`src/rtl/spi_txn_arbiter_pkg.sv`:
```
// spi_arb_pkg
// Shared definitions for the SPI transaction arbiter slice.
//   arb_state_t      : sequencer states (IDLE, ARB, LAUNCH, WAIT, RESP)
//   DEF_NUM_REQ      : default number of requesters
//   DEF_DATA_W       : default SPI word width
//   DEF_TIMEOUT_CYC  : default WAIT-state cycle budget before abort
package spi_arb_pkg;

  localparam int DEF_NUM_REQ     = 4;
  localparam int DEF_DATA_W      = 16;
  localparam int DEF_TIMEOUT_CYC = 400;

  typedef enum logic [2:0] {
    IDLE   = 3'd0,
    ARB    = 3'd1,
    LAUNCH = 3'd2,
    WAIT   = 3'd3,
    RESP   = 3'd4
  } arb_state_t;

endpackage

```
`src/rtl/spi_txn_arbiter_rr_pick.sv`:
```
// rr_pick
// Combinational round-robin priority picker. Searches req starting at
// rr_ptr and wrapping modulo NUM_REQ; reports the first asserted request.
// Ports:
//   req     in  NUM_REQ  request levels
//   rr_ptr  in  IDX_W    index with highest priority this round
//   onehot  out NUM_REQ  one-hot winner (zero when no request)
//   idx     out IDX_W    winner index (zero when no request)
//   any     out 1        at least one request asserted
module rr_pick #(
  parameter int NUM_REQ = 4,
  parameter int IDX_W   = 2
) (
  input  logic [NUM_REQ-1:0] req,
  input  logic [IDX_W-1:0]   rr_ptr,
  output logic [NUM_REQ-1:0] onehot,
  output logic [IDX_W-1:0]   idx,
  output logic               any
);

  // Walk the requesters in priority order; the first hit wins and later
  // hits are masked by 'any'. Positions past the top wrap back to zero.
  always_comb begin
    onehot = '0;
    idx    = '0;
    any    = 1'b0;
    for (int i = 0; i < NUM_REQ; i++) begin
      int               pos;
      logic [IDX_W-1:0] p;
      pos = int'(rr_ptr) + i;
      if (pos >= NUM_REQ) pos = pos - NUM_REQ;
      p = IDX_W'(pos);
      if (!any && req[p]) begin
        any       = 1'b1;
        idx       = p;
        onehot[p] = 1'b1;
      end
    end
  end

endmodule

```
`src/rtl/spi_txn_arbiter.sv`:
```
// spi_txn_arbiter
// Round-robin sequencer sharing one SPI master between NUM_REQ clients.
// A winner's TX word is latched, one SPI transaction is launched, and the
// received word (or a timeout error) is returned to that winner.
// Ports:
//   clk        in  1               system clock, rising edge
//   reset      in  1               synchronous active-low reset
//   req        in  NUM_REQ         per-requester request level
//   req_data   in  NUM_REQ*DATA_W  packed TX words, requester i at [i*DATA_W +: DATA_W]
//   gnt        out NUM_REQ         one-hot grant, ARB exit until RESP exit
//   rsp_valid  out NUM_REQ         one-cycle response pulse to the owner
//   rsp_data   out DATA_W          received word (zero on timeout)
//   rsp_err    out 1               timeout flag, qualified by rsp_valid
//   m_start    out 1               one-cycle start pulse to the SPI master
//   m_datain   out DATA_W          TX word presented to the master
//   m_busy     in  1               master activity (informational only)
//   m_done     in  1               master completion pulse
//   m_rdata    in  DATA_W          master received word, valid with m_done
//   busy       out 1               sequencer not idle
module spi_txn_arbiter
  import spi_arb_pkg::*;
#(
  parameter int NUM_REQ     = DEF_NUM_REQ,
  parameter int DATA_W      = DEF_DATA_W,
  parameter int TIMEOUT_CYC = DEF_TIMEOUT_CYC
) (
  input  logic                      clk,
  input  logic                      reset,
  input  logic [NUM_REQ-1:0]        req,
  input  logic [NUM_REQ*DATA_W-1:0] req_data,
  output logic [NUM_REQ-1:0]        gnt,
  output logic [NUM_REQ-1:0]        rsp_valid,
  output logic [DATA_W-1:0]         rsp_data,
  output logic                      rsp_err,
  output logic                      m_start,
  output logic [DATA_W-1:0]         m_datain,
  input  logic                      m_busy,
  input  logic                      m_done,
  input  logic [DATA_W-1:0]         m_rdata,
  output logic                      busy
);

  localparam int IDX_W = (NUM_REQ > 1) ? $clog2(NUM_REQ) : 1;
  localparam int CNT_W = $clog2(TIMEOUT_CYC + 1);

  arb_state_t         state;
  logic [IDX_W-1:0]   rr_ptr;
  logic [IDX_W-1:0]   winner;
  logic [CNT_W-1:0]   tmo_cnt;

  logic [NUM_REQ-1:0] pick_onehot;
  logic [IDX_W-1:0]   pick_idx;
  logic               pick_any;
  logic [IDX_W-1:0]   next_ptr;
  logic [DATA_W-1:0]  req_words [NUM_REQ];

  // The master's busy flag plays no part in sequencing; completion is
  // taken solely from m_done.
  logic unused_m_busy;
  assign unused_m_busy = m_busy;

  // Unpack the flat request word bus so the winner can be selected by index.
  for (genvar g = 0; g < NUM_REQ; g++) begin : g_unpack
    assign req_words[g] = req_data[g*DATA_W +: DATA_W];
  end

  rr_pick #(
    .NUM_REQ (NUM_REQ),
    .IDX_W   (IDX_W)
  ) u_rr_pick (
    .req    (req),
    .rr_ptr (rr_ptr),
    .onehot (pick_onehot),
    .idx    (pick_idx),
    .any    (pick_any)
  );

  // Priority moves to the requester just after the one served.
  assign next_ptr = (winner == IDX_W'(NUM_REQ - 1)) ? '0 : winner + 1'b1;

  // Sequencer. All outputs are registered and set on the edge that enters
  // the state they belong to, so m_start is high during LAUNCH and
  // rsp_valid is high during RESP. m_done is only looked at in WAIT, and
  // it takes precedence over a timeout in the same cycle.
  always_ff @(posedge clk) begin
    if (!reset) begin
      state     <= IDLE;
      rr_ptr    <= '0;
      winner    <= '0;
      tmo_cnt   <= '0;
      gnt       <= '0;
      rsp_valid <= '0;
      rsp_data  <= '0;
      rsp_err   <= 1'b0;
      m_start   <= 1'b0;
      m_datain  <= '0;
      busy      <= 1'b0;
    end else begin
      m_start   <= 1'b0;
      rsp_valid <= '0;
      case (state)
        IDLE: begin
          if (|req) begin
            state <= ARB;
            busy  <= 1'b1;
          end
        end
        ARB: begin
          if (pick_any) begin
            gnt      <= pick_onehot;
            winner   <= pick_idx;
            m_datain <= req_words[pick_idx];
            m_start  <= 1'b1;
            state    <= LAUNCH;
          end else begin
            state <= IDLE;
            busy  <= 1'b0;
          end
        end
        LAUNCH: begin
          tmo_cnt <= '0;
          state   <= WAIT;
        end
        WAIT: begin
          if (m_done) begin
            rsp_data  <= m_rdata;
            rsp_err   <= 1'b0;
            rsp_valid <= gnt;
            state     <= RESP;
          end else if (tmo_cnt == CNT_W'(TIMEOUT_CYC - 1)) begin
            rsp_data  <= '0;
            rsp_err   <= 1'b1;
            rsp_valid <= gnt;
            state     <= RESP;
          end else begin
            tmo_cnt <= tmo_cnt + 1'b1;
          end
        end
        RESP: begin
          rr_ptr  <= next_ptr;
          gnt     <= '0;
          rsp_err <= 1'b0;
          busy    <= 1'b0;
          state   <= IDLE;
        end
        default: begin
          state <= IDLE;
          busy  <= 1'b0;
        end
      endcase
    end
  end

endmodule
```
`config.mk`:
```
export PLATFORM = sky130hd
export DESIGN_NAME = spi_txn_arbiter
export DESIGN_NICKNAME = d
export VERILOG_FILES = /design/src/rtl/spi_txn_arbiter_pkg.sv /design/src/rtl/spi_txn_arbiter_rr_pick.sv /design/src/rtl/spi_txn_arbiter.sv
export SDC_FILE = /design/constraint.sdc
export NUM_CORES = 1
export LEC_CHECK = 0
export CAP_MARGIN = 20
export CORE_ASPECT_RATIO = 1.75
export CORE_UTILIZATION = 24
export CTS_BUF_LIST = sky130_fd_sc_hd__clkbuf_4 sky130_fd_sc_hd__clkbuf_8
export DETAILED_ROUTE_END_ITERATION = 16
export GPL_TIMING_DRIVEN = 0
export SLEW_MARGIN = 10
export SYNTH_ARGS = -nofsm -noshare
export SYNTH_HDL_FRONTEND = slang
export SYNTH_SLANG_ARGS = --single-unit
export TNS_END_PERCENT = 5
```
`constraint.sdc`:
```
create_clock -name clk -period 9.15 [get_ports clk]
set_input_delay 0.915 -clock clk [delete_from_list [all_inputs] [get_ports clk]]
set_output_delay 0.915 -clock clk [all_outputs]
set_load 0.03 [all_outputs]
```
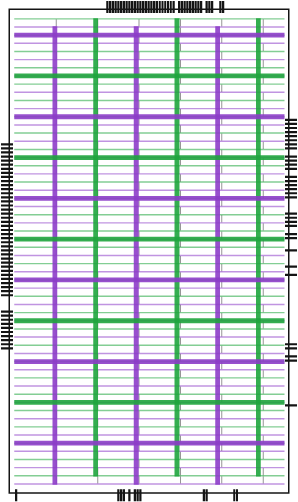
Run 1: supply network
(3 px per µm) Pins as bars on the die edge. Tap cells in grey.
| colour | net |
|---|---|
| purple | VSS |
| green | VDD |
met5 straps: 11
tap cells: 177
signal pins: 131
met1 rails: 58
core outline area: 13980 µm²
largest voltage drop on the vdd net: 0.00007082 V
floorplan die height: 160.7 µm

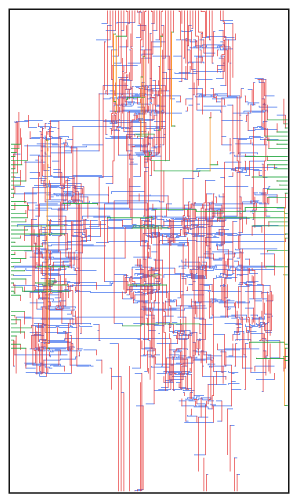
Run 1: metal layers overlaid
(3 px per µm)
| colour | layer | wire length |
|---|---|---|
| blue | M1 | 4220 µm |
| red | M2 | 6240 µm |
| orange | M4 | 309 µm |
| green | M3 | 616 µm |
wire length after detailed routing: 11.38 mm
average wire per cell in the routed design: 15.59 µm
via count: 3652
Total Routing Usage GR: 15.73%

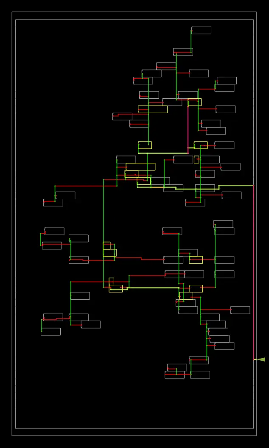
Run 1: clock routing
Late-Pin Clk Latency: 0.33 ns
number of clock sinks: 59
total of clock buffers placed in the layout: 10
Clock Skew: 0.009576 ns
number of clock buffers inserted by TritonCTS: 9

==> summary.txt, run 1 <==
Implementation status.

- Recorded from the global router log, the overflow total was 0.
- The count of library flops with an enable pin is 0.
- Subtracting the final worst setup slack from the clock period gives approximately 3.8 ns.
- The fraction of the yosys area taken by sequential cells is 34.19%.
- The cell family contributing the most delay on the critical path is buffers and inverters.
- The final layout contains roughly 650 nets.
- Setup repair after global routing left no endpoint under its margin.
- The site row count is 57.
- The width of the die is 92.69 µm.
- The switching component of the power was reported as 199.7 µW.
- The nature of the critical path endpoint is a flop.
- OpenROAD emitted warnings numbering 33.
- The arrival time at the worst endpoint is around 4 ns.
- The HPWL after detailed placement is a little over 9 mm.
- The number of antenna violations at the first check in global routing came to 0.
- The leakage power total is roughly 0.0019 µW.
- The cell count after synthesis is 409.
- The final count of negative-setup-slack endpoints is 0.
- The hold buffer count at CTS is 0.
- Power spread over the standard cell area amounts to roughly 140 nW/µm².
- The startpoint-to-endpoint class of the critical path is reg -> reg.
- The number of synthesized register bits is 59.
- The flow ran to the end, and the final reports show no timing, DRC or antenna violations.
- Traced cell by cell, the critical path runs through buf_6 -> inv_2 -> buf_1 -> ha_1 -> clkbuf_1 -> mux4_2 -> nor2b_4 -> buf_6 -> or4_4 -> buf_6 -> buf_6 -> and3_1 -> o21ai_1 -> o211ai_1.
- The unique cell type count in the Yosys netlist is 53.
- In this run the remaining antenna-violating nets after routing total 0.
- The startpoint identified for the worst hold timing path is m_datain[6].
- Dividing the detail-routed via count by the number of cells gives 5.003.
- The launch point of the critical path was reported as rr_ptr[0].
- Summing all placed instances gives a cell area of 4957 µm².
- The count of routing violations after the opening detailed-route iteration is around 170.
- The timing report gives the clock slew at the launch and capture registers of the worst setup and hold paths as 0.07 ns.
- The root buffer cell is clkbuf_8.
- The final timing summary puts the cycle share of the worst path at a little over two fifths.
- Before placement the cells fill 24.71% of the core.
==> run 1: Yosys cell counts (3+ instances only) <==
cell type   n  area share (%)
o21ai_1    16             2.3
ha_1        9             3.3
or2_2       4            0.72
a21oi_1    16             2.3
o21a_1      6             1.3
buf_6       4             1.3
inv_1       7            0.76
buf_2       5            0.72
o21ai_0     6            0.87
a22oi_1    25             5.4
and3_1     26             4.7
mux4_2      3             2.0
nor3_1      5            0.72
clkbuf_1   19             2.1
nand3_1     4            0.58
mux2i_1     6             1.7
dfxtp_1    59              34
o211ai_1   30             6.5
o22ai_1    15             2.7
mux2_2     15             4.9
xor2_1      4             1.0
and2_1      3            0.54
a21boi_1   15             3.3
nand2_1    29             3.2
nor2_1     39             4.2
nand2b_1    6             1.1
==> run 1: cell type report <==
class	instances	area (µm²)
fillers	1488	8801
well taps	177	221.5
inverters	8	30.03
repair buffers	129	1286
clock buffers	10	137.6
clock inverters	5	77.57
multi-input cells	312	2091
plain buffers	30	152.6
flip-flops and latches	59	1181
==> run 1: layer usage <==
layer	vias to the layer above	routed length, µm	global-route usage, %
li1	1802	-	-
met1	1698	4219	16.12
met2	133	6238	29.87
met3	19	616	3.078
met4	0	308	7.273
met5	-	0	0
==> run 1: flip-flops by register name, summed over array words and instances, names as in the netlist <==
name	flops
m_datain	16
m_start	1
gnt	4
rr_ptr	2
winner	2
rsp_err	1
busy	1
tmo_cnt	9
rsp_data	16
state	3
rsp_valid	4
==> run 1: power groups by stage <==
| stage | Sequential, µW | Clock (µW) | Combinational, µW |
|---|---|---|---|
| after global placement | 283 | 0 | 173 |
| final | 278 | 262 | 175 |
| after detailed placement | 283 | 0 | 175 |
| after global routing | 279 | 283 | 190 |
| after CTS | 278 | 269 | 176 |
| after floorplan | 304 | 0 | 71.8 |
==> run 1: cell usage in the layout (no fill, tap or decap), types with 5 or more instances in the layout <==
cell	count
nor3_1	5
o21ai_1	16
a21oi_1	16
a21boi_1	15
inv_1	7
clkbuf_1	19
o21a_1	6
and3_1	26
ha_1	9
clkdlybuf4s50_1	128
a22oi_1	25
mux2_2	15
nand2b_1	6
o22ai_1	15
buf_2	5
nand2_1	29
mux2i_1	6
clkbuf_8	10
o211ai_1	30
dfxtp_1	59
o21ai_0	6
nor2_1	39
==> run 1: worst register-to-register path, stage by stage, from the launching register on <==
cell and delay, ns:
dfxtp_1 0.37, buf_6 0.16, inv_2 0.17, buf_1 0.57, ha_1 0.35, clkbuf_1 0.19, mux4_2 0.38, nor2b_4 0.06
buf_6 0.13, or4_4 0.48, buf_6 0.16, buf_6 0.13, and3_1 0.15, o21ai_1 0.27, o211ai_1 0.13
==> run 1: final timing paths <==
check,to,slack (ns),cells past startpoint
worst min register to register,m_datain[6],0.48,2
worst max-delay path,m_datain[11],5.33,14
worst max register to register,m_datain[11],5.33,14
worst min-delay path,m_datain[6],0.48,2
==> run 1: cell families (layout without fill, tap and decap cells) <==
kind of cell / after synthesis / count (layout) / synth area share, %
mux: 25 / 25 / 8.910
flops: 59 / 59 / 34.19
fa+ha+maj: 9 / 9 / 3.260
simple gates: 132 / 132 / 19.41
buf+inv: 38 / 182 / 5.288
compound gates: 141 / 141 / 27.67
xor+xnor: 5 / 5 / 1.268
## Run 2: what changed since run 1
==> constraint.sdc (replaced) <==
create_clock -name clk -period 3.1 [get_ports clk]
set_input_delay 0.31 -clock clk [delete_from_list [all_inputs] [get_ports clk]]
set_output_delay 0.31 -clock clk [all_outputs]
set_load 0.03 [all_outputs]
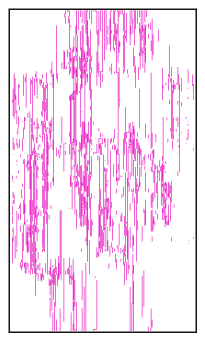
Run 2: M2 wires
(2 px per µm)
nets with wire on the layer: 545
main direction: vertical
wire length on this layer: 6310 µm
share of all routed wire: 54%
longest straight run: 59.8 µm
met2 GRT Util: 29.26%
wire length after detailed routing: 11.60 mm
via count: 3628

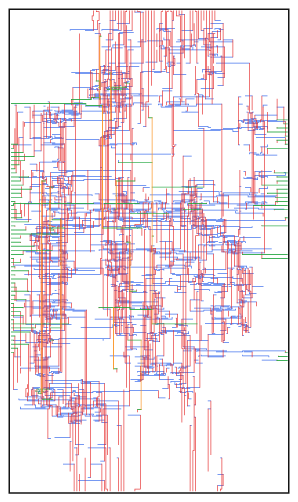
Run 2: metal layers overlaid
(3 px per µm)
| colour | layer | wire length |
|---|---|---|
| green | M3 | 565 µm |
| red | M2 | 6310 µm |
| blue | M1 | 4390 µm |
| orange | M4 | 337 µm |
Total Routing Usage GR: 15.75%
average wire per cell in the routed design: 15.93 µm

==> run 2 against run 1 <==
Count of clock-buffer cells in the layout grew 2. Largest power group unchanged. Area after synthesis is the same. Register-to-register slack lost 5.1 ns. Critical path type unchanged. Critical endpoint is now m_datain[4].
==> summary.txt, run 2 <==
Implementation status.

- The cell count after synthesis is 409.
- The data arrival time reported for the critical path is between 3 and 4 ns.
- The filler cells instantiated in the layout total 1470.
- The initial utilization of the core area, before any placement, comes to around a quarter.
- Sequential cells were found to cover 34.19% of the synthesized design area.
- The fraction of post-synthesis cell area in the top cell type by area is 34.19%.
- The areal power density over the cells is 399.8 nW/µm².
- The logic area is 2135 µm².
- Once synthesis finished, the tally of register bits stood at just under 60.
- Sorting the synthesized cells by area gives the leading types as dfxtp_1 (34%), o211ai_1 (6.5%), a22oi_1 (5.4%).
- The worst-case reg-to-reg setup slack stands at 0.19 ns.
- Looking at the hold checks, the worst path lands on m_datain[1].
- The core footprint is 13980 µm².
- Measured in cells, the most critical reg-to-reg path has a length of 13.
- The run finished with clean final reports.
- The site row count is 57.
- The timing report gives the clock slew at the launch and capture registers of the worst setup and hold paths as approximately 0.07 ns.
- In the per-layer breakdown of the detailed-route log, met1 shows 4.386 mm.
- Per the log, the first TritonRoute iteration ended with a DRC count of 153.
- From left edge to right edge, the die measures around 90 µm.
- The worst setup path is captured at a flop.
- Once placement finished, the instance area stood at just under 5000 µm².
- The HPWL after detailed placement is ~9.0 mm.
- For the worst reg-to-reg path, the endpoint reported by OpenROAD is m_datain[4].
- For this design, the sink count on the clock tree is 59.
- The largest clock skew in the final design is slightly above 0.01 ns.
- Measured along the y axis, the die boundary spans 160.7 µm.
- The length of routed met3 wiring is ~570 µm.
- After synthesis, the netlist uses 53 different library cells.
- The most frequent logic cell in the layout is clkdlybuf4s50_1.
- The top cell types in the final layout, fill and taps aside, are clkdlybuf4s50_1 (128), dfxtp_1 (58), nor2_1 (39), o211ai_1 (30), nand2_1 (29).
- Counting flops with a built-in enable in the synthesized netlist gives 0.
- The root buffer cell is clkbuf_8.
## run 2: area by class of cell
class	count	area share (%)
tap	177	4.241
buffer	29	3.115
timing repair buffer	129	24.68
multi-input combinational	312	40.87
inverter	8	0.6229
clock inverter	2	0.6708
clock buffer	12	3.162
sequential	59	22.64
## run 2: metal layers
metal / vias to the layer above / GRT usage (%)
li1: 1794 / -
met1: 1680 / 15.96
met2: 127 / 29.26
met3: 27 / 3.788
met4: 0 / 8.042
met5: - / 0
## run 2: worst max-delay path by stage
stage                          from            to  slack (ns)  depth (start not counted)
after floorplan           rr_ptr[0]  m_datain[12]        0.05                         13
after global placement    rr_ptr[0]   m_datain[4]       -0.62                         12
after detailed placement  rr_ptr[0]   m_datain[4]       -0.72                         12
after CTS                 rr_ptr[0]  m_datain[12]        0.02                         12
after global routing      rr_ptr[0]   m_datain[6]        0.05                         12
final                     rr_ptr[0]   m_datain[4]        0.19                         13
## run 2: critical path: stages, from the launching register on
cell and delay, ns:
dfxtp_2 0.35, buf_6 0.14, inv_4 0.12, buf_6 0.20, ha_4 0.25, mux4_2 0.27, nor2b_4 0.05, buf_6 0.13
or4_4 0.47, buf_6 0.15, buf_6 0.13, and3_1 0.17, o21ai_2 0.22, o211ai_1 0.12
## run 2: where the power goes
part           total, µW  switching, µW  internal, µW
Combinational        526            265           262
Sequential           820           23.5           796
Clock                742            315           427
## run 2: stage by stage
step	hold slack [ns]	total power [µW]	util, %
6_report	0.4903	2088	37.36
5_1_grt	0.5086	2184	37.36
4_1_cts	0.4913	2106	37.19
3_5_place_dp	0.4760	1353	35.47
3_3_place_gp	0.4665	1347	35.47
2_1_floorplan	0.4531	1109	-
## run 2: cells by family after synthesis
| family | Yosys count | synth area share, % |
|---|---|---|
| compound gates | 141 | 27.67 |
| simple gates | 132 | 19.41 |
| flops | 59 | 34.19 |
| buf+inv | 38 | 5.288 |
| mux | 25 | 8.910 |
| fa+ha+maj | 9 | 3.260 |
| xor+xnor | 5 | 1.268 |
## run 2: repair_timing
item	CTS	global route
setup buffers	1	0
hold endpoints to repair	0	0
resized	8	13
pin swaps	0	0
cloned	0	0
setup endpoints to repair	16	16
No activity file was given, so power comes from the tool's default toggle rates.
